$ cat src/rtl/alu_sequencer_if.sv
// Request/ALU/result bundle between a requester, an external ALU and alu_sequencer.
// The zero flag exists only when ALU_SEQ_ZERO_FLAG_EN is defined.
interface alu_sequencer_if #(
  parameter int DATA_WIDTH = 32
);
  logic                    start;
  logic [4:0]              op_in;
  logic [DATA_WIDTH-1:0]   a_in;
  logic [DATA_WIDTH-1:0]   b_in;
  logic [DATA_WIDTH-1:0]   alu_a;
  logic [DATA_WIDTH-1:0]   alu_b;
  logic [4:0]              alu_op;
  logic [2*DATA_WIDTH-1:0] alu_result;
  logic [DATA_WIDTH-1:0]   lo;
  logic [DATA_WIDTH-1:0]   hi;
  logic                    busy;
  logic                    done;
  logic                    error;
`ifdef ALU_SEQ_ZERO_FLAG_EN
  logic                    zero;

  modport master (
    output start, op_in, a_in, b_in, alu_result,
    input  alu_a, alu_b, alu_op, lo, hi, busy, done, error, zero
  );
  modport slave (
    input  start, op_in, a_in, b_in, alu_result,
    output alu_a, alu_b, alu_op, lo, hi, busy, done, error, zero
  );
`else
  modport master (
    output start, op_in, a_in, b_in, alu_result,
    input  alu_a, alu_b, alu_op, lo, hi, busy, done, error
  );
  modport slave (
    input  start, op_in, a_in, b_in, alu_result,
    output alu_a, alu_b, alu_op, lo, hi, busy, done, error
  );
`endif
endinterface

$ cat src/rtl/alu_sequencer.sv
// Issues one ALU operation per accepted start, waits DIV_CYCLES for divides, captures lo/hi.
// Optional zero flag on capture: define ALU_SEQ_ZERO_FLAG_EN.
module alu_sequencer #(
  parameter int DATA_WIDTH = 32,
  parameter int DIV_CYCLES = 32
) (
  input  logic            clk,
  input  logic            reset,
  alu_sequencer_if.slave  bus
);

  typedef enum logic [1:0] {IDLE, ISSUE, WAIT, FINISH} state_e;

  localparam logic [7:0] DIV_LOAD = 8'(DIV_CYCLES - 1);

  state_e                state_q, state_d;
  logic [7:0]            cnt_q, cnt_d;
  logic [DATA_WIDTH-1:0] alu_a_q, alu_a_d;
  logic [DATA_WIDTH-1:0] alu_b_q, alu_b_d;
  logic [4:0]            alu_op_q, alu_op_d;
  logic [DATA_WIDTH-1:0] lo_q, lo_d;
  logic [DATA_WIDTH-1:0] hi_q, hi_d;
  logic                  done_q, done_d;
  logic                  error_q, error_d;
  logic                  capture;

  always_comb begin
    state_d  = state_q;
    cnt_d    = cnt_q;
    alu_a_d  = alu_a_q;
    alu_b_d  = alu_b_q;
    alu_op_d = alu_op_q;
    error_d  = error_q;
    done_d   = done_q;
    capture  = 1'b0;
    case (state_q)
      IDLE: begin
        if (bus.start) begin
          alu_a_d  = bus.a_in;
          alu_b_d  = bus.b_in;
          alu_op_d = bus.op_in;
          error_d  = 1'b0;
          state_d  = ISSUE;
        end
      end
      ISSUE: begin
        if (alu_op_q <= 5'd5) begin
          capture = 1'b1;
          done_d  = 1'b1;
          state_d = FINISH;
        end else if (alu_op_q == 5'd6) begin
          cnt_d   = DIV_LOAD;
          state_d = WAIT;
        end else begin
          error_d = 1'b1;
          done_d  = 1'b1;
          state_d = FINISH;
        end
      end
      WAIT: begin
        if (cnt_q == 8'd0) begin
          capture = 1'b1;
          done_d  = 1'b1;
          state_d = FINISH;
        end else begin
          cnt_d = cnt_q - 8'd1;
        end
      end
      FINISH: begin
        done_d  = 1'b0;
        state_d = IDLE;
      end
    endcase
    lo_d = capture ? bus.alu_result[DATA_WIDTH-1:0] : lo_q;
    hi_d = capture ? bus.alu_result[2*DATA_WIDTH-1:DATA_WIDTH] : hi_q;
  end

  always_ff @(posedge clk) begin
    if (reset) begin
      state_q  <= IDLE;
      cnt_q    <= '0;
      alu_a_q  <= '0;
      alu_b_q  <= '0;
      alu_op_q <= '0;
      lo_q     <= '0;
      hi_q     <= '0;
      done_q   <= 1'b0;
      error_q  <= 1'b0;
    end else begin
      state_q  <= state_d;
      cnt_q    <= cnt_d;
      alu_a_q  <= alu_a_d;
      alu_b_q  <= alu_b_d;
      alu_op_q <= alu_op_d;
      lo_q     <= lo_d;
      hi_q     <= hi_d;
      done_q   <= done_d;
      error_q  <= error_d;
    end
  end

`ifdef ALU_SEQ_ZERO_FLAG_EN
  logic zero_q, zero_d;

  always_comb begin
    zero_d = capture ? (bus.alu_result == '0) : zero_q;
  end

  always_ff @(posedge clk) begin
    if (reset) zero_q <= 1'b0;
    else       zero_q <= zero_d;
  end

  assign bus.zero = zero_q;
`endif

  assign bus.alu_a  = alu_a_q;
  assign bus.alu_b  = alu_b_q;
  assign bus.alu_op = alu_op_q;
  assign bus.lo     = lo_q;
  assign bus.hi     = hi_q;
  assign bus.busy   = (state_q != IDLE);
  assign bus.done   = done_q;
  assign bus.error  = error_q;

endmodule

$ cat src/flat_wrapper.sv
// flat-port wrapper written by rule: the top's interface ports become plain ports
module alu_sequencer_flat 
#(
  parameter int DATA_WIDTH = 32,
  parameter int DIV_CYCLES = 32
)
  (clk, reset, bus_start, bus_op_in, bus_a_in, bus_b_in, bus_alu_result, bus_alu_a, bus_alu_b, bus_alu_op, bus_lo, bus_hi, bus_busy, bus_done, bus_error);
  alu_sequencer_if #(.DATA_WIDTH(DATA_WIDTH)) bus_i ();
  input  logic clk;
  input  logic reset;
  input wire logic [$bits(bus_i.start)-1:0] bus_start;
  input wire logic [$bits(bus_i.op_in)-1:0] bus_op_in;
  input wire logic [$bits(bus_i.a_in)-1:0] bus_a_in;
  input wire logic [$bits(bus_i.b_in)-1:0] bus_b_in;
  input wire logic [$bits(bus_i.alu_result)-1:0] bus_alu_result;
  output wire logic [$bits(bus_i.alu_a)-1:0] bus_alu_a;
  output wire logic [$bits(bus_i.alu_b)-1:0] bus_alu_b;
  output wire logic [$bits(bus_i.alu_op)-1:0] bus_alu_op;
  output wire logic [$bits(bus_i.lo)-1:0] bus_lo;
  output wire logic [$bits(bus_i.hi)-1:0] bus_hi;
  output wire logic [$bits(bus_i.busy)-1:0] bus_busy;
  output wire logic [$bits(bus_i.done)-1:0] bus_done;
  output wire logic [$bits(bus_i.error)-1:0] bus_error;
  assign bus_i.start = bus_start;
  assign bus_i.op_in = bus_op_in;
  assign bus_i.a_in = bus_a_in;
  assign bus_i.b_in = bus_b_in;
  assign bus_i.alu_result = bus_alu_result;
  assign bus_alu_a = bus_i.alu_a;
  assign bus_alu_b = bus_i.alu_b;
  assign bus_alu_op = bus_i.alu_op;
  assign bus_lo = bus_i.lo;
  assign bus_hi = bus_i.hi;
  assign bus_busy = bus_i.busy;
  assign bus_done = bus_i.done;
  assign bus_error = bus_i.error;
  alu_sequencer #(.DATA_WIDTH(DATA_WIDTH), .DIV_CYCLES(DIV_CYCLES)) u_core (.clk(clk), .reset(reset), .bus(bus_i));
endmodule
$ cat config.mk
export PLATFORM = sky130hd
export DESIGN_NAME = alu_sequencer_flat
export DESIGN_NICKNAME = d
export VERILOG_FILES = /design/src/rtl/alu_sequencer_if.sv /design/src/rtl/alu_sequencer.sv /design/src/flat_wrapper.sv
export SDC_FILE = /design/constraint.sdc
export NUM_CORES = 1
export LEC_CHECK = 0
export CAP_MARGIN = 20
export CORE_ASPECT_RATIO = 1.1
export CORE_MARGIN = 1
export CORE_UTILIZATION = 44
export DETAILED_ROUTE_END_ITERATION = 12
export GPL_ROUTABILITY_DRIVEN = 0
export PLACE_DENSITY_LB_ADDON = 0.25
export SYNTH_ARGS = -nofsm -noshare
export SYNTH_HDL_FRONTEND = slang
export SYNTH_SLANG_ARGS = --single-unit
$ cat constraint.sdc
create_clock -name clk -period 5.15 [get_ports clk]
set_input_delay 1.03 -clock clk [delete_from_list [all_inputs] [get_ports clk]]
set_output_delay 1.03 -clock clk [all_outputs]
set_load 0.01 [all_outputs]
==> flow_metrics.py <==
# Flow results
metrics = {
    "synthesis": {
        "ys_sh_adder": 0.01109,
        "synth_top_cell_by_area": "dfxtp_1",
        "ys_types": 37,
        "ys_sh_aoi": 0.09911,
        "syn_area_sq_um": 5643,
        "synthXorXnorAreaFrac": 0,
        "topCombFamilyByArea": "simple AND/OR/NAND/NOR gates",
        "synthCells": 672,
        "common_cells": "269 x nand2_1, 145 x dfxtp_1, 80 x a21oi_1, 64 x mux2i_1, 38 x clkbuf_1",
        "ys_seq_share": 0.5144,
    },
    "setup_path": {
        "reg2reg_from": "u_core.cnt_q[0]",
        "cp.required_ns": 5.48,
        "worst_path_largest_cell_delay_ns": 0.68,
        "critPathMaxFanout": 42,
        "rr_worst_depth": 7,
        "start_kind": "flop",
    },
    "grt": {
        "antenna_found_initial": 0,
        "grt_overflow_total": 0,
    },
    "routing": {
        "routed-via-count": 5440,
        "drtAntennaViolNets": 0,
    },
    "cells_and_area": {
        "final-clk-cell-share": 0.06716,
        "drive_gt1_frac": 0.04823,
        "antennaDiodeCount": 0,
        "layout_top_cell": "clkdlybuf4s50_1",
        "dominant-cell-class": "flip-flops and latches",
        "comb_cells": 472,
        "lay_top_cells": "270 x clkdlybuf4s50_1, 268 x nand2_1, 145 x dfxtp_1",
    },
    "timing": {
        "grt_setup_unrepaired": "no",
        "fin_hold_ws_ns": 0.4529,
        "finalClockPeriodUsage": 0.5668,
        "fin_crit_ns": 2.919,
        "fin_setup_tns_ns": 0,
        "setup_slack_ns": 2.231,
    },
    "pwr": {
        "power_mw": 4.371,
        "comb_power_mw": 1.59,
        "ir_drop_mv": 0.2608,
        "p_seq_mw": 1.54,
        "power_leakage_nw": 3.303,
        "pwr-share-seq": 0.352,
    },
    "die": {
        "die_h_microns": 120.8,
        "die_x_microns": 110.0,
        "tap_cells": 157,
    },
    "cts": {
        "clockRootBuffer": "clkbuf_16",
        "cts.clk_slew.worst_paths_ns": 0.06,
        "clockBufferDepth": 2,
        "ctsResizeCount": 0,
        "clk_latency_ns": 0.41,
    },
    "placement": {
        "placedCellCount": 1058,
        "placed_area_sq_um": 8367,
    },
    "worst_hold_path": {
        "hold_end": "u_core.bus.alu_a[25]",
        "worstHoldPathType": "reg2reg",
    },
    "job": {
        "log.warning_count": 29,
    },
    "outcome": {
        "status": "completed",
    },
}
[how the worst max path moves through the flow]
stage                      startpoint              endpoint  slack, ns  cells after the start
floorplan                   bus_start  u_core.bus.alu_b[25]       3.03                      6
detailed placement    u_core.cnt_q[0]     u_core.bus.lo[23]       2.30                      7
CTS                 u_core.state_q[0]              bus_busy       2.26                      4
global placement            bus_start  u_core.bus.alu_a[25]       2.45                      5
finish                u_core.cnt_q[0]     u_core.bus.lo[30]       2.23                      7
global route          u_core.cnt_q[0]     u_core.bus.hi[15]       2.00                      7
[layer usage]
layer  GRT usage  up-vias  wire (microns)
met5           0        -               0
met4      0.1208        0             514
met3      0.1143       36            1834
met2      0.4094      247            7723
met1      0.2551     2452            6268
li1            -     2705               -
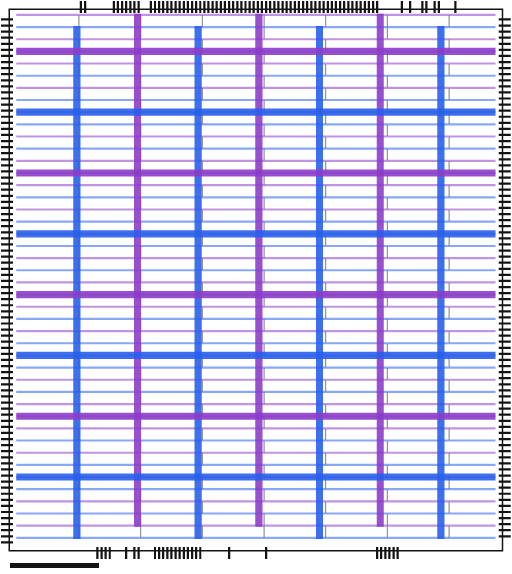
**Above:** supply network.
The bar under the picture is 20 microns long. Pins as bars on the die edge. Tap cells in grey.
- VDD: purple
- VSS: blue
- signal pins: 272
- met1 rails: 44
- met4 straps: 7

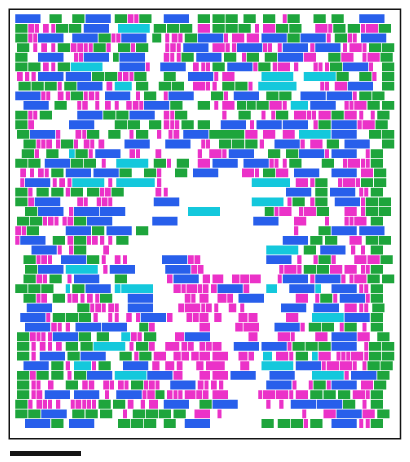
**Above:** cell classes on the final placement.
The bar under the picture is 20 microns long.
- clock drivers and dummy loads: cyan (cells 31; share of their area 6.9%)
- remaining logic cells: magenta (cells 479; share of their area 29%)
- registers: blue (cells 145; share of their area 33%)
- remaining buffers and delay cells: green (cells 278; share of their area 32%)
floorplan core area: 12540 sq um
Seq area share: 0.3226
row count: 43
Final Util: 0.7178
Final Instance Area: 8999 sq um

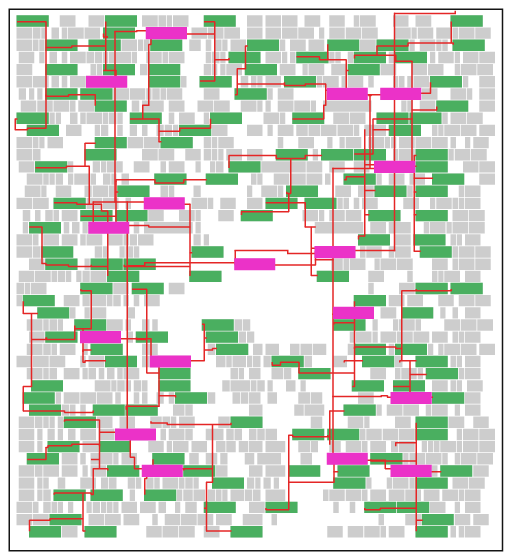
**Above:** routed clock nets over the placement.
- clock-net drivers: magenta (count 17)
- clock wires: red (length 1690 microns)
- flip-flops: green (count 145)
- routed clock nets: 18

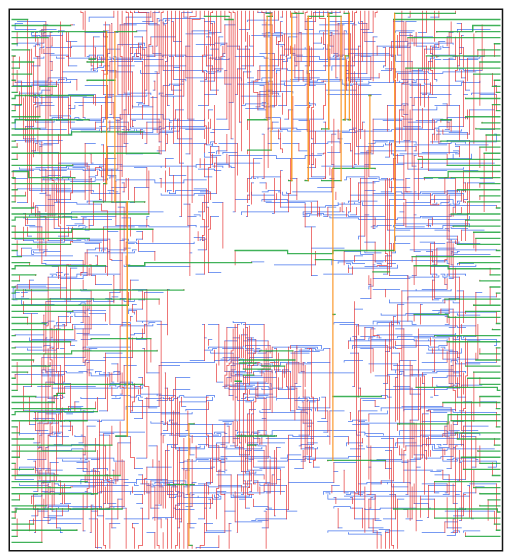
**Above:** routed metal, one colour a layer.
- M4: orange (wire length 515 microns)
- M1: blue (wire length 6270 microns)
- M2: red (wire length 7720 microns)
- M3: green (wire length 1830 microns)

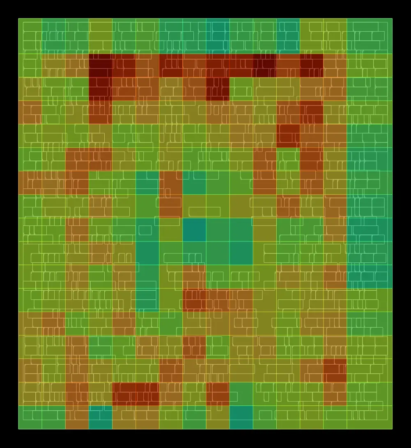
**Above:** congestion heat map.
average wire per standard cell: 14.99 microns
met1 Track Usage GR: 0.2551
Total GRT Usage: 0.2451

Power is estimated from default activity; no workload was simulated.
